### Signal metal coverage by tile, run 1

The die is cut into 28 by 28 equal tiles; white is low, dark blue is high, scaled to the fullest tile. Values are wire area over tile area, all layers added.
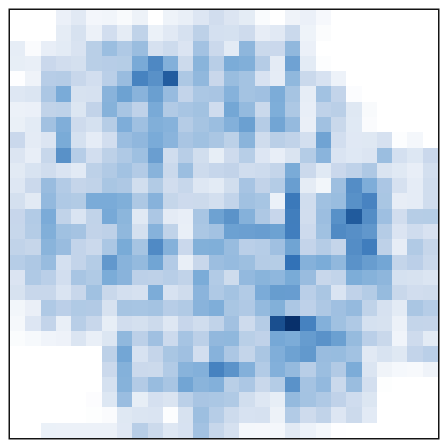
### Pin placement, run 1

The bar under the picture is 50 microns long. Pins as bars across the die edge, other pins in grey.
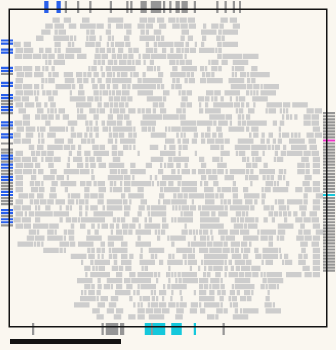
### Selected gate families, run 1

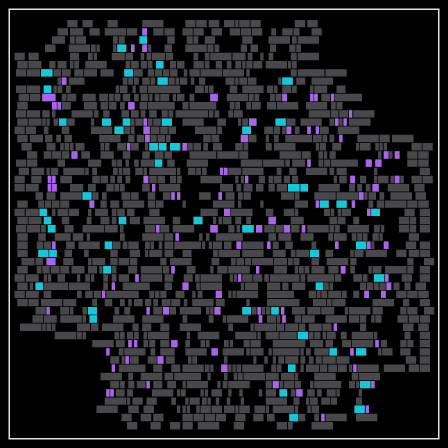
--- src/rtl/xilly_stream_initiator_pkg.sv ---
// rtl/xilly_stream_initiator_pkg.sv - shared types and helpers for the stream initiator
// Purpose: FSM state encoding, 32-bit stream word type, half-word split and sum helpers,
//          and the counting-pattern word builder.
// Ports:   none (package)
package xilly_stream_initiator_pkg;

    typedef enum logic [2:0] {
        ST_IDLE,
        ST_OPEN,
        ST_RUN,
        ST_DRAIN,
        ST_DONE
    } state_t;

    typedef logic [31:0] stream_word_t;

    // [15:0] carries the first sample, [31:16] the second
    typedef struct packed {
        logic [15:0] second;
        logic [15:0] first;
    } half_pair_t;

    function automatic half_pair_t split_halves(input stream_word_t w);
        half_pair_t h;
        h.first  = w[15:0];
        h.second = w[31:16];
        return h;
    endfunction

    function automatic logic [31:0] half_sum(input stream_word_t w);
        half_pair_t h;
        h = split_halves(w);
        return {16'd0, h.first} + {16'd0, h.second};
    endfunction

    // even sample in the low half, the next odd sample in the high half
    function automatic stream_word_t pattern_word(input logic [15:0] even);
        return {even | 16'd1, even};
    endfunction

endpackage

--- src/rtl/xilly_stream_initiator_if.sv ---
// rtl/xilly_stream_initiator_if.sv - write/read FIFO stream bundle towards the user block
// Purpose: groups the 32-bit write port (open/wren/data/full) and read port
//          (open/rden/data/empty) of the user block.
// Ports:   master modport = initiator side, slave modport = user block side.
interface xilly_stream_initiator_if;
    import xilly_stream_initiator_pkg::*;

    logic         wr_open;
    logic         wr_wren;
    stream_word_t wr_data;
    logic         wr_full;
    logic         rd_open;
    logic         rd_rden;
    stream_word_t rd_data;
    logic         rd_empty;

    modport master (
        output wr_open, wr_wren, wr_data,
        input  wr_full,
        output rd_open, rd_rden,
        input  rd_data, rd_empty
    );

    modport slave (
        input  wr_open, wr_wren, wr_data,
        output wr_full,
        input  rd_open, rd_rden,
        output rd_data, rd_empty
    );

endinterface

--- src/rtl/xilly_pattern_gen.sv ---
// rtl/xilly_pattern_gen.sv - counting sample pattern source for the write stream
// Purpose: word counter k and pattern word {16'(2k+1), 16'(2k)}; k advances on each accepted write.
// Ports:   clk, rst_n (sync active-low), clear (restart at k=0), advance (write accepted),
//          count (k = words written), data (pattern word for k).
module xilly_pattern_gen
    import xilly_stream_initiator_pkg::*;
#(
    parameter int CNT_W = 16
) (
    input  logic             clk,
    input  logic             rst_n,
    input  logic             clear,
    input  logic             advance,
    output logic [CNT_W-1:0] count,
    output stream_word_t     data
);

    logic [15:0] even;

    always_ff @(posedge clk) begin
        if (!rst_n || clear) begin
            count <= '0;
        end else if (advance) begin
            count <= count + 1'b1;
        end
    end

    // 2k truncated to 16 bits; the pattern wraps per half-word like the sample stream
    assign even = 16'({count, 1'b0});
    assign data = pattern_word(even);

endmodule

--- src/rtl/xilly_stream_initiator.sv ---
// rtl/xilly_stream_initiator.sv - host-side self-test initiator for 32-bit FIFO streams
// Purpose: opens both streams, writes word_count pattern words, reads word_count words back,
//          and reports counts, a half-word checksum and abort/timeout status.
// Ports:   bus_clk, bus_rst_n (sync active-low); start/word_count/quiesce control;
//          strm (master side of the write/read streams);
//          busy, done, error, words_written, words_read, checksum status.
module xilly_stream_initiator
    import xilly_stream_initiator_pkg::*;
#(
    parameter int CNT_W      = 16,
    parameter int OPEN_DELAY = 10,
    parameter int TIMEOUT    = 1024
) (
    input  logic                      bus_clk,
    input  logic                      bus_rst_n,
    input  logic                      start,
    input  logic [CNT_W-1:0]          word_count,
    input  logic                      quiesce,
    xilly_stream_initiator_if.master  strm,
    output logic                      busy,
    output logic                      done,
    output logic                      error,
    output logic [CNT_W-1:0]          words_written,
    output logic [CNT_W-1:0]          words_read,
    output logic [31:0]               checksum
);

    localparam int OD_W = $clog2(OPEN_DELAY + 1);
    localparam int TO_W = $clog2(TIMEOUT + 1);
    localparam int OD_LAST = OPEN_DELAY - 1;
    localparam int TO_LAST = TIMEOUT - 1;

    state_t           state_q, state_d;
    logic [CNT_W-1:0] count_q;
    logic [CNT_W-1:0] reads_issued;
    logic [CNT_W-1:0] words_read_q;
    logic [31:0]      checksum_q;
    logic [OD_W-1:0]  open_cnt;
    logic [TO_W-1:0]  idle_cnt;
    logic             capture_q;
    logic             error_q;

    logic             busy_w;
    logic             launch;
    logic             abort;
    logic             wren;
    logic             rden;
    logic             capture;
    logic             timed_out;
    stream_word_t     pat_data;

    assign busy_w  = (state_q == ST_OPEN) || (state_q == ST_RUN) || (state_q == ST_DRAIN);
    assign launch  = (state_q == ST_IDLE) && start && !quiesce;
    assign abort   = busy_w && quiesce;

    assign wren = (state_q == ST_RUN) && !strm.wr_full && (words_written < count_q);
    assign rden = ((state_q == ST_RUN) || (state_q == ST_DRAIN)) && !strm.rd_empty
                  && (reads_issued < count_q);

    // rd_data is valid the cycle after rden; a capture landing on the abort cycle is dropped
    assign capture   = capture_q && !abort;
    assign timed_out = (state_q == ST_DRAIN) && !capture && (idle_cnt == TO_W'(TO_LAST));

    xilly_pattern_gen #(
        .CNT_W(CNT_W)
    ) u_pattern_gen (
        .clk    (bus_clk),
        .rst_n  (bus_rst_n),
        .clear  (launch),
        .advance(wren),
        .count  (words_written),
        .data   (pat_data)
    );

    always_comb begin
        state_d = state_q;
        case (state_q)
            ST_IDLE: begin
                if (launch) state_d = ST_OPEN;
            end
            ST_OPEN: begin
                if (open_cnt == OD_W'(OD_LAST)) begin
                    state_d = (count_q == '0) ? ST_DONE : ST_RUN;
                end
            end
            ST_RUN: begin
                if (words_written == count_q) state_d = ST_DRAIN;
            end
            ST_DRAIN: begin
                if (words_read_q == count_q || timed_out) state_d = ST_DONE;
            end
            ST_DONE: begin
                state_d = ST_IDLE;
            end
            default: state_d = ST_IDLE;
        endcase
        if (abort) state_d = ST_DONE;
    end

    always_ff @(posedge bus_clk) begin
        if (!bus_rst_n) begin
            state_q      <= ST_IDLE;
            count_q      <= '0;
            reads_issued <= '0;
            words_read_q <= '0;
            checksum_q   <= '0;
            open_cnt     <= '0;
            idle_cnt     <= '0;
            capture_q    <= 1'b0;
            error_q      <= 1'b0;
        end else begin
            state_q <= state_d;
            if (launch) begin
                count_q      <= word_count;
                reads_issued <= '0;
                words_read_q <= '0;
                checksum_q   <= '0;
                open_cnt     <= '0;
                idle_cnt     <= '0;
                capture_q    <= 1'b0;
                error_q      <= 1'b0;
            end else begin
                open_cnt  <= (state_q == ST_OPEN) ? open_cnt + 1'b1 : '0;
                capture_q <= rden && !abort;
                if (rden) reads_issued <= reads_issued + 1'b1;
                if (capture) begin
                    words_read_q <= words_read_q + 1'b1;
                    checksum_q   <= checksum_q + half_sum(strm.rd_data);
                end
                // idle counter only runs in DRAIN and restarts on every captured word
                if (state_q == ST_DRAIN && !capture) idle_cnt <= idle_cnt + 1'b1;
                else                                 idle_cnt <= '0;
                if (abort || timed_out) error_q <= 1'b1;
            end
        end
    end

    assign strm.wr_open = busy_w;
    assign strm.rd_open = busy_w;
    assign strm.wr_wren = wren;
    assign strm.wr_data = wren ? pat_data : '0;
    assign strm.rd_rden = rden;

    assign busy       = busy_w;
    assign done       = (state_q == ST_DONE);
    assign error      = error_q;
    assign words_read = words_read_q;
    assign checksum   = checksum_q;

endmodule

--- src/flat_wrapper.sv ---
// flat-port wrapper written by rule: the top's interface ports become plain ports
module xilly_stream_initiator_flat import xilly_stream_initiator_pkg::*;
#(
    parameter int CNT_W      = 16,
    parameter int OPEN_DELAY = 10,
    parameter int TIMEOUT    = 1024
)
  (bus_clk, bus_rst_n, start, word_count, quiesce, busy, done, error, words_written, words_read, checksum, strm_wr_open, strm_wr_wren, strm_wr_data, strm_wr_full, strm_rd_open, strm_rd_rden, strm_rd_data, strm_rd_empty);
  xilly_stream_initiator_if strm_i ();
  input  logic bus_clk;
  input  logic bus_rst_n;
  input  logic start;
  input  logic [CNT_W-1:0] word_count;
  input  logic quiesce;
  output logic busy;
  output logic done;
  output logic error;
  output logic [CNT_W-1:0] words_written;
  output logic [CNT_W-1:0] words_read;
  output logic [31:0] checksum;
  output wire logic [$bits(strm_i.wr_open)-1:0] strm_wr_open;
  output wire logic [$bits(strm_i.wr_wren)-1:0] strm_wr_wren;
  output wire logic [$bits(strm_i.wr_data)-1:0] strm_wr_data;
  input wire logic [$bits(strm_i.wr_full)-1:0] strm_wr_full;
  output wire logic [$bits(strm_i.rd_open)-1:0] strm_rd_open;
  output wire logic [$bits(strm_i.rd_rden)-1:0] strm_rd_rden;
  input wire logic [$bits(strm_i.rd_data)-1:0] strm_rd_data;
  input wire logic [$bits(strm_i.rd_empty)-1:0] strm_rd_empty;
  assign strm_wr_open = strm_i.wr_open;
  assign strm_wr_wren = strm_i.wr_wren;
  assign strm_wr_data = strm_i.wr_data;
  assign strm_i.wr_full = strm_wr_full;
  assign strm_rd_open = strm_i.rd_open;
  assign strm_rd_rden = strm_i.rd_rden;
  assign strm_i.rd_data = strm_rd_data;
  assign strm_i.rd_empty = strm_rd_empty;
  xilly_stream_initiator #(.CNT_W(CNT_W), .OPEN_DELAY(OPEN_DELAY), .TIMEOUT(TIMEOUT)) u_core (.bus_clk(bus_clk), .bus_rst_n(bus_rst_n), .start(start), .word_count(word_count), .quiesce(quiesce), .strm(strm_i), .busy(busy), .done(done), .error(error), .words_written(words_written), .words_read(words_read), .checksum(checksum));
endmodule
--- config.mk ---
export PLATFORM = sky130hd
export DESIGN_NAME = xilly_stream_initiator_flat
export DESIGN_NICKNAME = d
export VERILOG_FILES = /design/src/rtl/xilly_stream_initiator_pkg.sv /design/src/rtl/xilly_stream_initiator_if.sv /design/src/rtl/xilly_pattern_gen.sv /design/src/rtl/xilly_stream_initiator.sv /design/src/flat_wrapper.sv
export SDC_FILE = /design/constraint.sdc
export NUM_CORES = 1
export LEC_CHECK = 0
export CORE_MARGIN = 1
export CORE_UTILIZATION = 41
export DETAILED_ROUTE_END_ITERATION = 8
export PLACE_DENSITY = 0.65
export SYNTH_ARGS = -nofsm -noshare
export SYNTH_HDL_FRONTEND = slang
export SYNTH_SLANG_ARGS = --single-unit
--- constraint.sdc ---
create_clock -name bus_clk -period 4.2 [get_ports bus_clk]
set_clock_uncertainty 0.15 [all_clocks]
set_input_delay 0.63 -clock bus_clk [delete_from_list [all_inputs] [get_ports bus_clk]]
set_output_delay 0.63 -clock bus_clk [all_outputs]
set_load 0.005 [all_outputs]
==> results_tabular.tex, run 1 <==
% Yosys + OpenROAD metrics
\begin{tabular}{lr}
\hline
Metric & Value \\
\hline
\multicolumn{2}{l}{\textbf{Yosys}} \\
\quad Proportion of synthesized flip-flops having asynchronous set or reset & 0\% \\
\quad Compound Share, Synth & between 20\% and 30\% \\
\quad Summed standard-cell area reported by yosys & 8020 sq um \\
\quad Synth Instances & about 1,000 \\
\quad Syn Std Cell Area & 8020 sq um \\
\quad Area fraction in mux cells & 1.50\% \\
\quad Xor and xnor fraction of the mapped netlist area & 6.77\% \\
\quad Post-synth EDFFs & 0 \\
\quad Post-synthesis cell type count & 64 \\
\multicolumn{2}{l}{\textbf{Layout}} \\
\quad Ratio of cells with drive above 1 in the final layout & 10.4\% \\
\quad Area taken by multi-input logic gates & 5270 sq um \\
\quad Register cell area after layout & 2320 sq um \\
\quad Synth-to-Final Area Change & 34.9\% \\
\quad Flip-flop count of the largest register, all copies and words added & 32 \\
\quad Post-route insts no fill & 1,472 \\
\quad Most common cell after layout, fill and taps aside & clkdlybuf4s50\_1 \\
\multicolumn{2}{l}{\textbf{CTS}} \\
\quad H-tree Lvls & 4 \\
\quad Late-Pin Clk Latency & between 0.4 and 0.5 ns \\
\quad Clk pin slew, worst setup/hold paths & around 0.060 ns \\
\quad TritonCTS clock tree & yes \\
\quad Post-CTS Hold Buffers & 0 \\
\multicolumn{2}{l}{\textbf{Worst setup path}} \\
\quad Crit-path max cell delay & 0.42 ns \\
\quad Buffers and inverters on the worst path & 3 \\
\quad CP required & 4.35 ns \\
\quad Critical path's slowest cell & clkdlybuf4s50\_1 \\
\quad Cells along the critical path & clkdlybuf4s50\_1 -> ha\_1 -> a21o\_1 -> a311o\_1 -> o22ai\_1 -> buf\_4 -> o21bai\_1 -> a21oi\_2 -> xnor2\_1 -> ha\_1 -> a21oi\_1 -> o21ai\_1 -> a22o\_1 -> buf\_4 -> a21oi\_1 -> xor2\_1 -> o21ai\_0 \\
\quad Worst-path fanout max & 4 \\
\multicolumn{2}{l}{\textbf{GRT}} \\
\quad Maximum number of pins on one net before global-route repair & 31 \\
\quad Number of global-route vias before repair & 7,452 \\
\quad Global-route usage over all layers & 23.0\% \\
\quad Remaining global-route overflow & 0 \\
\multicolumn{2}{l}{\textbf{Final timing}} \\
\quad Number of failing hold endpoints at the final stage & 0 \\
\quad Fin crit share & 96.6\% \\
\quad Setup violation total in the final timing report & 0 \\
\quad Unrepaired setup endpoints after global routing & true \\
\quad F\_max & approximately 0.25 GHz \\
\multicolumn{2}{l}{\textbf{Run status}} \\
\quad Run status & complete, no violations \\
\multicolumn{2}{l}{\textbf{Power}} \\
\quad Reg power frac & about a third \\
\quad Worst VDD drop & 0.337 mV \\
\quad Net switching power of the design & 0.938 mW \\
\quad Post-layout power & 3.45 mW \\
\multicolumn{2}{l}{\textbf{Die}} \\
\quad Vertical die dimension & 142 microns \\
\multicolumn{2}{l}{\textbf{Place}} \\
\quad Buffers on Ports & 155 \\
\multicolumn{2}{l}{\textbf{Detailed routing}} \\
\quad Antenna violation net count after detailed routing & 0 \\
\hline
\end{tabular}
-- 'Signal metal coverage by tile' (at the start) --
fullest tile: 0.70
mean over tiles: 0.18
nearly empty tiles: 14%
tiles over half the peak: 7.5%
emptiest ninth of the die: north-east

-- 'Pin placement' (at the start) --
legend:
  `strm_rd_data`:
    colour: blue
    pins: 32
    direction: input
    edge: 28 west, 4 north
  `bus_rst_n`:
    colour: magenta
    pins: 1
    direction: input
    edge: east
  `word_count`:
    colour: cyan
    pins: 16
    direction: input
    edge: 15 south, 1 east
all pins by edge: 53 east, 47 west, 30 north, 27 south

-- 'Selected gate families' (at the start) --
legend:
  non-inverting ao/oa cells:
    colour: cyan
    cells: 52
    where: all over the die
  nor cells:
    colour: purple
    cells: 110

## run 1: what timing repair did
action / 4_1_cts / 5_1_grt
buffers inserted: 0 / 1
gates resized: 0 / 16
setup endpoints to repair: 0 / 19
## run 1: worst reg2reg max path: cells and delay by family, from the launching register on
family / cells / cell delay [ns]
buffers and inverters: 3 / 0.42
adder cells (fa/ha/maj): 1 / 0.32
flip-flops: 1 / 0.43
AND-OR/OR-AND: 6 / 1.40
## run 1: stage by stage
stage / hold slack [ns] / utilization (%) / setup WS, ns
detailed placement: 0.296 / 53.3 / -0.331
CTS: 0.310 / 56.8 / 0.102
global route: 0.344 / 57.1 / -0.0413
floorplan: 0.268 / - / 0.133
global placement: 0.283 / 53.3 / -0.280
finish: 0.303 / 57.1 / 0.142
## run 1: cells in the mapped netlist (all sizes together) (4+ instances only)
master | count | area [sq um]
and4 | 4 | 35.0
nor3 | 22 | 110
a31oi | 10 | 62.6
a41oi | 5 | 43.8
a2111oi | 6 | 71.3
clkbuf | 26 | 97.6
or3 | 19 | 119
nor2b | 4 | 25.0
buf | 33 | 208
inv | 51 | 191
nor4 | 15 | 93.8
nand3 | 44 | 220
o211ai | 7 | 52.6
o21a | 10 | 75.1
a41o | 7 | 70.1
a21oi | 95 | 475
nor2 | 64 | 240
xnor2 | 27 | 236
nand2b | 10 | 62.6
dfxtp | 116 | 2320
nand4 | 25 | 156
and3 | 33 | 206
a21o | 13 | 97.6
nand2 | 122 | 458
or4 | 7 | 52.6
and2 | 6 | 37.5
a31o | 5 | 43.8
o21ai | 36 | 180
a211oi | 11 | 87.6
mux2i | 12 | 120
o2111ai | 12 | 105
a211o | 5 | 43.8
o31ai | 8 | 60.1
nor3b | 5 | 37.5
xor2 | 35 | 307
ha | 70 | 876
## run 1: logic make-up (layout without fill, tap and decap cells)
family | count (synthesis) | count (layout)
buffers and inverters | 110 | 306
xor gates and xnor gates | 62 | 62
AOI/OAI and AO/OA | 257 | 257
muxes | 12 | 12
DFF | 116 | 116
adders and majority gates | 72 | 72
and+or+nand+nor | 386 | 386
other | 1 | 1
## run 1: final cells by class
class,count,share of cell area [%]
tap,260,3.01
clock inverter,13,1.90
inverter,51,1.77
multi-input combinational,790,48.6
clock buffer,19,4.18
sequential,116,21.5
timing repair buffer,223,19.0
## run 1: worst max path at each step
stage	startpoint	endpoint	slack (ns)	cells after the start
6_report	strm_rd_data[1]	u_core.checksum[14]	0.14	17
3_3_place_gp	strm_rd_data[0]	u_core.checksum[24]	-0.28	18
4_1_cts	strm_rd_data[0]	u_core.checksum[15]	0.10	17
3_5_place_dp	strm_rd_data[0]	u_core.checksum[24]	-0.33	18
5_1_grt	strm_rd_data[1]	u_core.checksum[14]	-0.04	17
2_1_floorplan	strm_rd_data[3]	u_core.checksum[20]	0.13	17
## run 1: power by group through the flow
stage	clock (mW)	combinational [mW]	sequential (mW)
CTS	1.65	0.656	1.16
global route	1.69	0.739	1.16
finish	1.63	0.665	1.16
floorplan	0	0.401	1.17
detailed placement	0	0.650	1.18
global placement	0	0.646	1.18
## run 1: layer usage
layer,GRT usage (%),wire length [microns]
met1,29.3,10400
met2,38.7,10500
met3,4.59,1240
met4,7.98,381
met5,0,0
### Clock wiring as the flow saved it, run 1

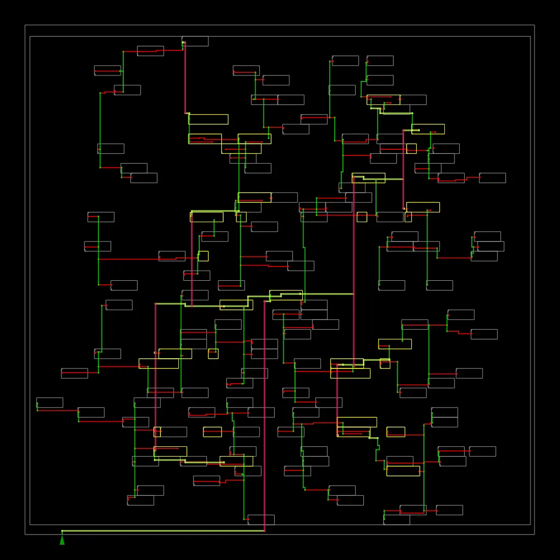

## Run 2: what changed since run 1
--- a/config.mk
+++ b/config.mk
@@ -5,9 +5,10 @@
 export SDC_FILE = /design/constraint.sdc
 export NUM_CORES = 1
 export LEC_CHECK = 0
-export CORE_MARGIN = 1
+export CORE_MARGIN = 4
 export CORE_UTILIZATION = 41
 export DETAILED_ROUTE_END_ITERATION = 8
+export MAX_ROUTING_LAYER = met4
 export PLACE_DENSITY = 0.65
 export SYNTH_ARGS = -nofsm -noshare
 export SYNTH_HDL_FRONTEND = slang
### Clock wiring as the flow saved it, run 2

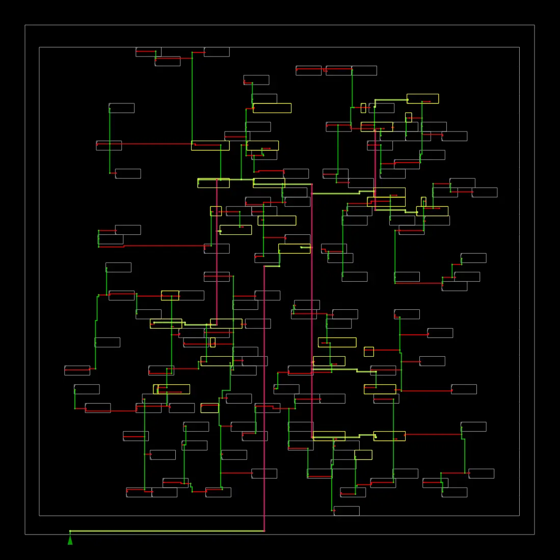
CTS Buf Count: 17
clk pwr: 1.61 mW
clock buffer count in the final layout: 24
Sink Count: 116

==> results_tabular.tex, run 2 <==
% Yosys + OpenROAD metrics
\begin{tabular}{lr}
\hline
Metric & Value \\
\hline
\multicolumn{2}{l}{\textbf{Layout}} \\
\quad Most common cell after layout, fill and taps aside & clkdlybuf4s50\_1 (unchanged) \\
\quad Synth-to-Final Area Change & 34.7\% (was 34.9\%) \\
\quad Flip-flop count of the largest register, all copies and words added & 32 (unchanged) \\
\quad Post-route insts no fill & 1,471 (was 1,472) \\
\quad Nets & 1,324 (was 1,325) \\
\quad Share of the core filled with cells in the final layout & 57.0\% (was 57.1\%) \\
\quad Design Area, Final & 10,800 sq um (about the same) \\
\quad Ratio of cells with drive above 1 in the final layout & 9.83\% (was 10.4\%) \\
\multicolumn{2}{l}{\textbf{Detailed routing}} \\
\quad Vias per cell & 5.54 (was 5.51) \\
\quad Average routed wire per standard cell & 15.6 microns (was 15.3 microns) \\
\quad Count of vias placed by the detailed router & 8,148 (was 8,107) \\
\quad WL final & 23.0 mm (was 22.6 mm) \\
\quad Detailed-router iteration count before antenna repair & 5 (was 6) \\
\quad Antenna violation net count after detailed routing & 0 (unchanged) \\
\multicolumn{2}{l}{\textbf{Yosys}} \\
\quad Average cell area after synthesis & 7.90 sq um (unchanged) \\
\quad Xor and xnor fraction of the mapped netlist area & 6.77\% (unchanged) \\
\quad Post-synthesis cell type count & 64 (unchanged) \\
\quad Synth Seq Share & 28.9\% (unchanged) \\
\quad Largest cells by area after synthesis & dfxtp\_1 29\%, ha\_1 11\%, a21oi\_1 5.9\% (unchanged) \\
\quad Number of nets at floorplan & 1,142 (unchanged) \\
\quad Post-synthesis cell type with the largest combined area & dfxtp\_1 (unchanged) \\
\quad Proportion of synthesized flip-flops having asynchronous set or reset & 0\% (unchanged) \\
\quad Area share of the largest cell type after synthesis & 28.9\% (unchanged) \\
\quad Post-synth top cells & 122 x nand2\_1, 116 x dfxtp\_1, 95 x a21oi\_1, 70 x ha\_1, 64 x nor2\_1 (unchanged) \\
\quad Summed standard-cell area reported by yosys & 8020 sq um (unchanged) \\
\quad Post-synthesis cell type with the largest instance count & nand2\_1 (unchanged) \\
\quad Post-synth EDFFs & 0 (unchanged) \\
\quad Most instantiated flip-flop cell in the synthesis netlist & dfxtp\_1 (unchanged) \\
\quad Synth Instances & 1,016 (unchanged) \\
\quad Post-synthesis cell count from yosys & 1,016 (unchanged) \\
\quad FF+latch count, synth & 116 (unchanged) \\
\quad Number of warnings printed during yosys synthesis & 0 (unchanged) \\
\quad Area fraction in mux cells & 1.50\% (unchanged) \\
\quad Adder share & 11.4\% (unchanged) \\
\quad Syn Std Cell Area & 8020 sq um (unchanged) \\
\quad Compound Share, Synth & 21.4\% (unchanged) \\
\multicolumn{2}{l}{\textbf{Run status}} \\
\quad Run status & complete, no violations (unchanged) \\
\multicolumn{2}{l}{\textbf{Final timing}} \\
\quad Fin crit share & 95.1\% (was 96.6\%) \\
\quad Final Max Tran Viols & 0 (unchanged) \\
\quad Post-route worst setup slack & 0.204 ns (was 0.142 ns) \\
\quad Setup violation total in the final timing report & 0 (unchanged) \\
\quad Slew at the pin closest to its max-slew limit & 0.771 ns (was 0.851 ns) \\
\quad F\_max & 0.250 GHz (was 0.246 GHz) \\
\quad Relative max-transition margin & 48.1\% (was 42.7\%) \\
\quad Number of failing hold endpoints at the final stage & 0 (unchanged) \\
\multicolumn{2}{l}{\textbf{Worst setup path}} \\
\quad Sort of element at the start of the critical path & input pin (unchanged) \\
\quad Worst-path fanout max & 12 (was 4) \\
\quad R2R setup slack & 1.41 ns (was 1.42 ns) \\
\quad Class of the most critical setup path & in2reg (unchanged) \\
\quad CP required & 4.39 ns (was 4.35 ns) \\
\multicolumn{2}{l}{\textbf{GRT}} \\
\quad Global-route usage over all layers & 21.2\% (was 23.0\%) \\
\quad Maximum number of pins on one net before global-route repair & 45 (was 31) \\
\quad Number of global-route vias before repair & 7,543 (was 7,452) \\
\quad Remaining global-route overflow & 0 (unchanged) \\
\multicolumn{2}{l}{\textbf{CTS}} \\
\quad Late-Pin Clk Latency & 0.42 ns (was 0.43 ns) \\
\quad TritonCTS clock tree & yes (unchanged) \\
\quad Clock Tree Buf Depth & 2 (unchanged) \\
\quad H-tree Lvls & 4 (unchanged) \\
\quad Clk pin slew, worst setup/hold paths & 0.05 ns (was 0.06 ns) \\
\multicolumn{2}{l}{\textbf{Place}} \\
\quad Area after detailed placement & 10,100 sq um (about the same) \\
\quad Buffers on Ports & 155 (unchanged) \\
\quad Worst setup slack after placement & -0.367 ns (was -0.331 ns) \\
\quad Half-perimeter wire length after placement & 17.4 mm (was 16.7 mm) \\
\quad Global placement routability congestion & 0.885 (about the same) \\
\multicolumn{2}{l}{\textbf{Die}} \\
\quad Cell row count & 50 (unchanged) \\
\quad Vertical die dimension & 148 microns (was 142 microns) \\
\quad Area of the die & 21,900 sq um (was 20,100 sq um) \\
\quad Die boundary width & 148 microns (was 142 microns) \\
\quad Floorplan utilization & 42.3\% (unchanged) \\
\quad Number of ports placed on the die boundary & 157 (unchanged) \\
\multicolumn{2}{l}{\textbf{Power}} \\
\quad Worst VDD drop & 0.259 mV (was 0.337 mV) \\
\multicolumn{2}{l}{\textbf{Min path}} \\
\quad Worst Hold Class & reg2reg (unchanged) \\
\multicolumn{2}{l}{\textbf{Run}} \\
\quad Total tool warning count & 27 (was 28) \\
\hline
\end{tabular}
### Selected gate families, run 2

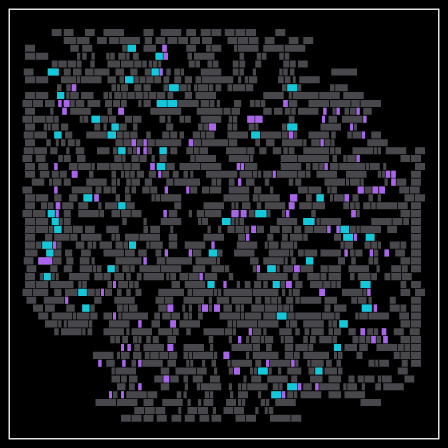
legend:
  non-inverting ao/oa cells:
    colour: cyan
    cells: 52
  nor cells:
    colour: purple
    cells: 110

[run 2: worst paths after layout]
path                                         start                     end  cells past startpoint
worst max register to register   u_core.count_q[9]  u_core.reads_issued[5]                     10
worst min-delay path            u_core.idle_cnt[0]      u_core.idle_cnt[0]                      1
worst max-delay path               strm_rd_data[1]     u_core.checksum[22]                     17
worst min register to register  u_core.idle_cnt[0]      u_core.idle_cnt[0]                      1
[run 2: cell families (layout without fill, tap and decap cells)]
group,count (synthesis),in the layout
flops,116,116
buf+inv,110,305
xor+xnor,62,62
fa+ha+maj,72,72
other cells,1,1
mux,12,12
compound gates,257,257
simple gates,386,386
[run 2: through the flow]
stage               hold slack, ns  total power, mW
floorplan                    0.268             1.57
global placement             0.283             1.83
detailed placement           0.289             1.83
CTS                          0.301             3.46
global route                 0.313             3.60
finish                       0.295             3.45
[run 2: timing repair]
item / 4_1_cts / 5_1_grt
setup buffers: 0 / 4
endpoints found under the setup margin: 0 / 18
gates resized: 0 / 18
hold buffers: 0 / 0
[run 2: cell type report]
class                           count  area [sq um]
Clock buffer                       24           482
Timing Repair Buffer              222          2050
Inverter                           51           191
Multi-Input combinational cell    790          5260
Sequential cell                   116          2320
Clock inverter                      8           171
Tap cell                          260           325
Fill cell                        1714          8150
[run 2: critical path: stages]
cell	delay (ns)
clkdlybuf4s50_1	0.42
ha_1	0.30
a21o_1	0.17
a311o_1	0.38
o22ai_1	0.17
buf_4	0.16
nor4_1	0.06
a211oi_1	0.26
xnor2_1	0.11
ha_2	0.39
nand2_1	0.10
o21ai_2	0.18
a32o_1	0.14
a31oi_1	0.05
buf_4	0.18
or3_1	0.35
a21oi_1	0.14
[run 2: layer usage]
metal / GRT usage [%] / vias up / share of wire, %
met4: 6.74 / 0 / 1.8
met2: 34.9 / 231 / 47
met3: 4.87 / 31 / 6.4
met5: - / - / 0
li1: - / 4069 / -
met1: 25.8 / 3817 / 45
[run 2: power breakdown]
| part | internal [mW] | switching (mW) | total (mW) |
|---|---|---|---|
| sequential | 1.12 | 0.0326 | 1.16 |
| combinational | 0.319 | 0.362 | 0.681 |
| clock | 1.10 | 0.514 | 1.61 |
### Pin placement, run 2

The bar under the picture is 50 microns long. Pins as bars across the die edge, other pins in grey.
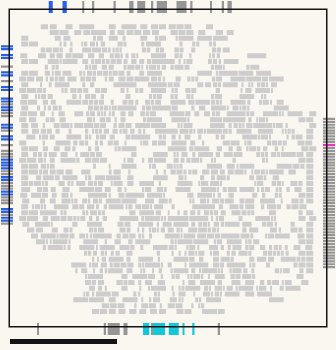

## Run 3: what changed since run 2
--- a/config.mk
+++ b/config.mk
@@ -5,6 +5,7 @@
 export SDC_FILE = /design/constraint.sdc
 export NUM_CORES = 1
 export LEC_CHECK = 0
+export ABC_AREA = 1
 export CORE_MARGIN = 4
 export CORE_UTILIZATION = 41
 export DETAILED_ROUTE_END_ITERATION = 8
### Pin placement, run 3

The bar under the picture is 50 microns long. Pins as bars across the die edge, other pins in grey.
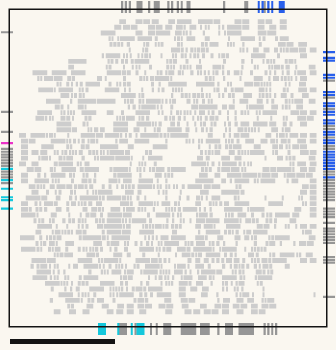
legend:
  `word_count`:
    colour: cyan
    pins: 16
    direction: input
    edge: 10 south, 6 west
  `bus_rst_n`:
    colour: magenta
    pins: 1
    direction: input
    edge: west
  `strm_rd_data`:
    colour: blue
    pins: 32
    direction: input
    edge: 25 east, 7 north
all pins by edge: 58 east, 51 south, 27 north, 21 west

==> results_tabular.tex, run 3 <==
% Yosys + OpenROAD metrics
\begin{tabular}{lr}
\hline
Metric & Value \\
\hline
\multicolumn{2}{l}{\textbf{Layout}} \\
\quad Synth-to-Final Area Change & 26.4\% (was 34.7\%) \\
\quad Flip-flop count of the largest register, all copies and words added & 32 (unchanged) \\
\quad Ratio of cells with drive above 1 in the final layout & 5.31\% (was 9.83\%) \\
\multicolumn{2}{l}{\textbf{Final timing}} \\
\quad Post-route worst setup slack & 0.434 ns (was 0.204 ns) \\
\quad Setup violation total in the final timing report & 0 (unchanged) \\
\quad Fin crit share & 89.7\% (was 95.1\%) \\
\quad Final Max Tran Viols & 0 (unchanged) \\
\quad Hold Slack & 0.315 ns (was 0.295 ns) \\
\multicolumn{2}{l}{\textbf{Die}} \\
\quad Area of the die & 22,800 sq um (was 21,900 sq um) \\
\quad Cell row count & 52 (was 50) \\
\quad Die boundary width & 151 microns (was 148 microns) \\
\multicolumn{2}{l}{\textbf{Yosys}} \\
\quad Summed standard-cell area reported by yosys & 8390 sq um (was 8020 sq um) \\
\quad Average cell area after synthesis & 6.64 sq um (was 7.90 sq um) \\
\quad Most instantiated flip-flop cell in the synthesis netlist & dfxtp\_1 (unchanged) \\
\quad Post-synthesis cell type with the largest instance count & nand2\_1 (unchanged) \\
\quad Area share of the largest cell type after synthesis & 27.7\% (was 28.9\%) \\
\quad FF+latch count, synth & 116 (unchanged) \\
\quad Area fraction in mux cells & 0\% (was 1.50\%) \\
\quad Number of warnings printed during yosys synthesis & 0 (unchanged) \\
\quad Post-synthesis cell type with the largest combined area & dfxtp\_1 (unchanged) \\
\quad Proportion of synthesized flip-flops having asynchronous set or reset & 0\% (unchanged) \\
\multicolumn{2}{l}{\textbf{GRT}} \\
\quad Maximum number of pins on one net before global-route repair & 52 (was 45) \\
\quad Global-route usage over all layers & 21.0\% (was 21.2\%) \\
\quad GRT met3 Usage & 3.29\% (was 4.87\%) \\
\multicolumn{2}{l}{\textbf{Place}} \\
\quad Buffers on Ports & 155 (unchanged) \\
\multicolumn{2}{l}{\textbf{Power}} \\
\quad Switching Share & 35.2\% (was 26.3\%) \\
\quad Reg power frac & 33.2\% (was 33.5\%) \\
\quad Design internal power & 2.33 mW (was 2.54 mW) \\
\quad Net switching power of the design & 1.27 mW (was 0.908 mW) \\
\multicolumn{2}{l}{\textbf{Min path}} \\
\quad Cell depth of the worst min-delay path & 2 (was 1) \\
\quad Worst Hold Class & reg2reg (unchanged) \\
\multicolumn{2}{l}{\textbf{Run status}} \\
\quad Run status & complete, no violations (unchanged) \\
\multicolumn{2}{l}{\textbf{Worst setup path}} \\
\quad CP Capture Point & strm\_wr\_data[17] (was u\_core.checksum[22]) \\
\quad Worst-path fanout max & 16 (was 12) \\
\quad CP required & 3.42 ns (was 4.39 ns) \\
\quad Critical path startpoint & u\_core.u\_pattern\_gen.count[1] (was strm\_rd\_data[1]) \\
\multicolumn{2}{l}{\textbf{Detailed routing}} \\
\quad Average routed wire per standard cell & 13.8 microns (was 15.6 microns) \\
\multicolumn{2}{l}{\textbf{CTS}} \\
\quad Post-CTS Hold Buffers & 0 (unchanged) \\
\quad CTS Buf Count & 17 (unchanged) \\
\quad H-tree Lvls & 4 (unchanged) \\
\hline
\end{tabular}
### Selected gate families, run 3

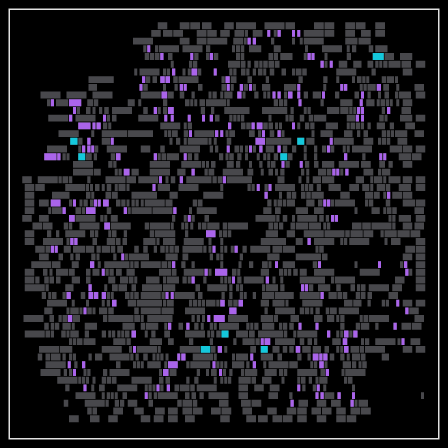
legend:
  nor cells:
    colour: purple
    cells: 208
    where: all over the die
  non-inverting ao/oa cells:
    colour: cyan
    cells: 8

[run 3: cell types whose count changed after synthesis, moves of 12 or more]
cell / previous run / this run
or3_1: 19 / 0
o21ai_0: 36 / 52
clkbuf_1: 26 / 8
nand2_1: 122 / 276
nor2_1: 64 / 159
inv_1: 49 / 140
mux2i_1: 12 / 0
a21oi_1: 95 / 123
and3_1: 33 / 0
nand3_1: 44 / 99
[run 3: how the worst min path moves through the flow]
stage / start / end
2_1_floorplan: u_core.idle_cnt[0] / u_core.idle_cnt[0]
3_5_place_dp: u_core.idle_cnt[3] / u_core.idle_cnt[3]
4_1_cts: u_core.idle_cnt[3] / u_core.idle_cnt[3]
6_report: u_core.idle_cnt[3] / u_core.idle_cnt[3]
5_1_grt: u_core.idle_cnt[3] / u_core.idle_cnt[3]
3_3_place_gp: u_core.idle_cnt[0] / u_core.idle_cnt[0]
[run 3: cell families after synthesis]
kind of cell	after synthesis
buf+inv	194
xor+xnor	53
flops	116
other cells	1
compound gates	203
fa+ha+maj	72
simple gates	625
[run 3: critical path, stage by stage (launching register included)]
cell             delay [ns]
dfxtp_1                0.47
ha_1                   0.30
inv_1                  0.06
nor2_1                 0.03
o21ai_1                0.10
nand2_1                0.06
nand2_1                0.07
o211ai_2               0.11
nand2_1                0.36
nand2_1                0.12
buf_4                  0.22
nor2_1                 0.15
clkdlybuf4s50_1        0.52
[run 3: per-stage QoR]
| stage | area [sq um] | util, % |
|---|---|---|
| after floorplan | 8390 | - |
| after global placement | 10000 | 49.8 |
| after detailed placement | 10000 | 49.8 |
| after CTS | 10600 | 52.6 |
| after global routing | 10600 | 52.6 |
| final | 10600 | 52.6 |
[run 3: power by group through the flow]
stage | registers (mW) | clock network, mW | logic (mW)
CTS | 1.19 | 1.39 | 1.05
global placement | 1.22 | 0 | 1.04
global route | 1.20 | 1.43 | 1.20
finish | 1.20 | 1.36 | 1.05
detailed placement | 1.22 | 0 | 1.05
floorplan | 1.21 | 0 | 0.748
[run 3: layer usage]
metal,part of all wire (%),routed length [microns]
met5,0,0
met4,1.4,324
met3,4.5,1060
met2,44,10200
met1,50,11700
[run 3: final cells by class]
type | instances | area (sq um)
inverter | 147 | 554
clock buffer | 19 | 453
tap | 270 | 338
clock inverter | 13 | 103
timing repair buffer | 163 | 1610
sequential | 116 | 2320
multi-input combinational | 954 | 5220
fill | 2059 | 9570
No activity file was given, so power comes from the tool's default toggle rates.
